File: src/rtl/auto_load_reader.sv
// Responder side of the auto-load handshake: owns the load address counter,
// reads one PROM word per EXECUTE pulse and writes it to the parameter registers.
module auto_load_reader #(
  parameter logic [5:0]  MAX_ADDR   = 6'd33,
  parameter logic [15:0] BLANK_WORD = 16'hFFFF,
  parameter logic [9:0]  TMO_CYCLES = 10'd1000
) (
  input  logic        CLK,
  input  logic        RST,
  input  logic        AL_ENA,
  input  logic        EXECUTE,
  input  logic        INC,
  input  logic        RST_ADDR,
  input  logic        CLR_AL_DONE,
  output logic [5:0]  ADDR,
  output logic        BUSY,
  output logic        AL_DONE,
  output logic        TMO_ERR,
  output logic        MEM_RD_REQ,
  output logic [5:0]  MEM_ADDR,
  input  logic        MEM_RD_ACK,
  input  logic [15:0] MEM_DATA,
  output logic        PRM_WE,
  output logic [5:0]  PRM_ADDR,
  output logic [15:0] PRM_DATA
);

  typedef enum logic [1:0] {IDLE, REQ, WAIT_ACK, WRITE} state_t;

  state_t      state, next_state;
  logic [9:0]  tmo_cnt, tmo_cnt_nxt;
  logic        launch, ack_hit, timeout, blank, write_done, done_set;
  logic [5:0]  addr_nxt, mem_addr_nxt, prm_addr_nxt;
  logic [15:0] prm_data_nxt;
  logic        busy_nxt, req_nxt, prm_we_nxt, al_done_nxt, tmo_err_nxt;

  assign launch  = (state == IDLE) && AL_ENA && EXECUTE;
  assign ack_hit = (state == WAIT_ACK) && AL_ENA && MEM_RD_ACK;
  // The REQ cycle already counts as one request cycle, so the timeout fires
  // when the request has been high for exactly TMO_CYCLES cycles.
  assign timeout = (state == WAIT_ACK) && AL_ENA && !MEM_RD_ACK &&
                   ((tmo_cnt + 10'd1) == TMO_CYCLES);
  assign blank      = (PRM_ADDR == 6'd0) && (PRM_DATA == BLANK_WORD);
  assign write_done = (state == WRITE) && AL_ENA && (blank || (PRM_ADDR == MAX_ADDR));
  assign done_set   = timeout || write_done;

  always_ff @(posedge CLK) begin
    if (RST) state <= IDLE;
    else     state <= next_state;
  end

  always_comb begin
    next_state = state;
    if (!AL_ENA) begin
      next_state = IDLE;
    end else begin
      case (state)
        IDLE:     if (EXECUTE) next_state = REQ;
        REQ:      next_state = WAIT_ACK;
        WAIT_ACK: begin
          if (MEM_RD_ACK)   next_state = WRITE;
          else if (timeout) next_state = IDLE;
        end
        WRITE:    next_state = IDLE;
        default:  next_state = IDLE;
      endcase
    end
  end

  always_comb begin
    busy_nxt     = (next_state != IDLE);
    req_nxt      = (next_state == REQ) || (next_state == WAIT_ACK);
    prm_we_nxt   = ack_hit && !((MEM_ADDR == 6'd0) && (MEM_DATA == BLANK_WORD));
    tmo_cnt_nxt  = (next_state == WAIT_ACK) ? tmo_cnt + 10'd1 : 10'd0;
    mem_addr_nxt = launch ? ADDR : MEM_ADDR;
    prm_addr_nxt = launch ? ADDR : PRM_ADDR;
    prm_data_nxt = ack_hit ? MEM_DATA : PRM_DATA;
    al_done_nxt  = done_set ? 1'b1 : (CLR_AL_DONE ? 1'b0 : AL_DONE);
    tmo_err_nxt  = timeout  ? 1'b1 : (CLR_AL_DONE ? 1'b0 : TMO_ERR);
    addr_nxt     = RST_ADDR ? 6'd0 : (INC ? ADDR + 6'd1 : ADDR);
  end

  always_ff @(posedge CLK) begin
    if (RST) begin
      tmo_cnt    <= 10'd0;
      ADDR       <= 6'd0;
      BUSY       <= 1'b0;
      AL_DONE    <= 1'b0;
      TMO_ERR    <= 1'b0;
      MEM_RD_REQ <= 1'b0;
      MEM_ADDR   <= 6'd0;
      PRM_WE     <= 1'b0;
      PRM_ADDR   <= 6'd0;
      PRM_DATA   <= 16'd0;
    end else begin
      tmo_cnt    <= tmo_cnt_nxt;
      ADDR       <= addr_nxt;
      BUSY       <= busy_nxt;
      AL_DONE    <= al_done_nxt;
      TMO_ERR    <= tmo_err_nxt;
      MEM_RD_REQ <= req_nxt;
      MEM_ADDR   <= mem_addr_nxt;
      PRM_WE     <= prm_we_nxt;
      PRM_ADDR   <= prm_addr_nxt;
      PRM_DATA   <= prm_data_nxt;
    end
  end

endmodule

File: config.mk
export PLATFORM = sky130hd
export DESIGN_NAME = auto_load_reader
export DESIGN_NICKNAME = d
export VERILOG_FILES = /design/src/rtl/auto_load_reader.sv
export SDC_FILE = /design/constraint.sdc
export NUM_CORES = 1
export LEC_CHECK = 0
export CAP_MARGIN = 20
export CORE_MARGIN = 5
export CORE_UTILIZATION = 40
export DETAILED_ROUTE_END_ITERATION = 10
export GPL_TIMING_DRIVEN = 0
export PLACE_DENSITY = 0.71
export SLEW_MARGIN = 20
export SYNTH_ARGS = -nofsm -noshare
export SYNTH_HDL_FRONTEND = slang
export SYNTH_SLANG_ARGS = --single-unit
File: constraint.sdc
create_clock -name CLK -period 5.05 [get_ports CLK]
set_input_delay 0.505 -clock CLK [delete_from_list [all_inputs] [get_ports CLK]]
set_output_delay 0.505 -clock CLK [all_outputs]
set_load 0.03 [all_outputs]
**Signal wires on met2**

Scale: 4 px per µm.
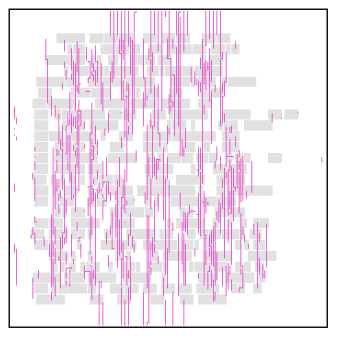
- share of all routed wire: 47%
- longest straight run: 36.0 µm
total vias in the final route: 1,698
met2 Use GR: 26.5%
Routed WL: 4870 µm

**Signal wires by layer**

Scale: 4 px per µm. Two of the layers only.
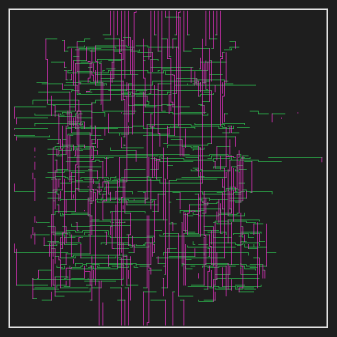
- met1: green (wire length 2,180 µm)
- met2: magenta (wire length 2,270 µm)
WL/cell: 14.2 µm
GRT Total Usage: 16.5%

**Pin map**

Scale: 6 px per µm. Pins as bars across the die edge, other pins in grey.
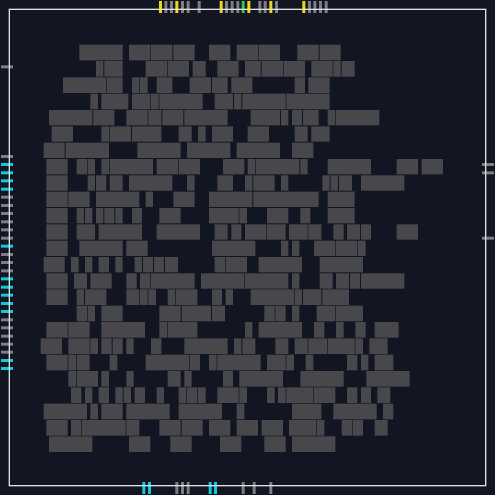
- ADDR: yellow (pins 6; direction output; edge top)
- AL_DONE: green (pins 1; direction output; edge top)
- PRM_DATA: cyan (pins 16; direction output; edge 12 left, 4 bottom)
- all pins by edge: 28 left, 22 top, 10 bottom, 3 right
Die Y: 79.2 µm
Die X-Extent: 79.2 µm
PortBufs: 62

**Cell placement**

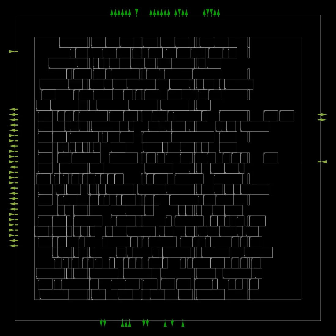
Well-Tap Cells: 54
core area: 4690 µm²
# fillers: 431

**Zoomed window**

Region (20, 20) to (60, 60) µm. Cells in grey, sequential cells in the stronger grey; small squares are vias.
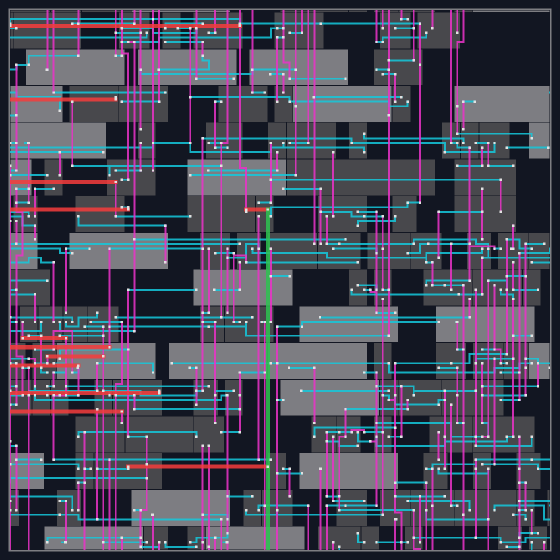
- met4: green
- met1: cyan
- met3: red
- met2: magenta
- netlist names of flops here include: PRM_DATA (6), PRM_ADDR (4), tmo_cnt (4)
- sequential cells in the window: 20
- cells with their middle in the window: 119
- most frequent: dfxtp_1 (20), nand2_1 (13), nor2_1 (12)

==> notes.md <==
flow finished, numbers: Async SR Flop Fraction=0%, CP endpoint kind=flip-flop, antenna-violating nets left=0, Top cells excl fill/tap=62 x clkdlybuf4s50_1, 45 x dfxtp_1, 40 x nand2_1, 24 x a21oi_1, 22 x nor2_1, DPL Wire Length=3750 µm, FF-to-FF setup slack=between 2000 and 2500 ps, most used cell, CP=ha_1, Vias/cell=4.94, ANT cells=0, status=complete, no violations, CP delay by family, top=simple AND/OR/NAND/NOR gates, fraction of power consumed by sequential logic=52.2%, vias in the first global route=1,709, Worst Setup SP=tmo_cnt[0], invs w/o clock=2, buffer share of cell area=between 20% and 30%, initial DRC count=87, leading area contributor after synthesis=dfxtp_1, Sink Count=around 45, MaxCap Viol Count=0, Crit path largest cell delay=400 ps, Nets=~320, MUX area fraction=roughly 3.7%, Synth Instances=between 200 and 250, Synth Register Bits=45, global-route wire length before repair=8160 µm, CP Capture Point=tmo_cnt[9], Syn Std Cell Area=1910 µm², clock network area share=under 10%, Non-clk bufs=roughly 77, Hold Crit Start=TMO_ERR, Slew @ Worst Pin=around 550 ps, maximum VDD drop=around 0.00014 V, Area-dominant class=multi-input combinational cells, sequential cell power=360 µW, Final setup viols=0, simple-gate share of the synthesized area=about 27%
through the flow:
step | instance area, µm² | hold slack [ps]
after floorplan | 1910 | 444
after global placement | 2600 | 448
after detailed placement | 2600 | 460
after CTS | 2720 | 472
after global routing | 2720 | 489
final | 2720 | 466
registers in the layout (all words and copies together) (netlist names):
| register | count |
|---|---|
| BUSY | 1 |
| AL_DONE | 1 |
| state | 2 |
| ADDR | 6 |
| MEM_RD_REQ | 1 |
| PRM_DATA | 16 |
| PRM_WE | 1 |
| PRM_ADDR | 6 |
| tmo_cnt | 10 |
| TMO_ERR | 1 |
metal layers:
metal  GRT usage [%]  up-vias  wire length, µm
met5               0        -                0
met4            5.67        0               54
met3            6.35        5              365
met2            26.5       44             2270
met1            20.1      761             2180
li1                -      888                -
Power is estimated from default activity; no workload was simulated.
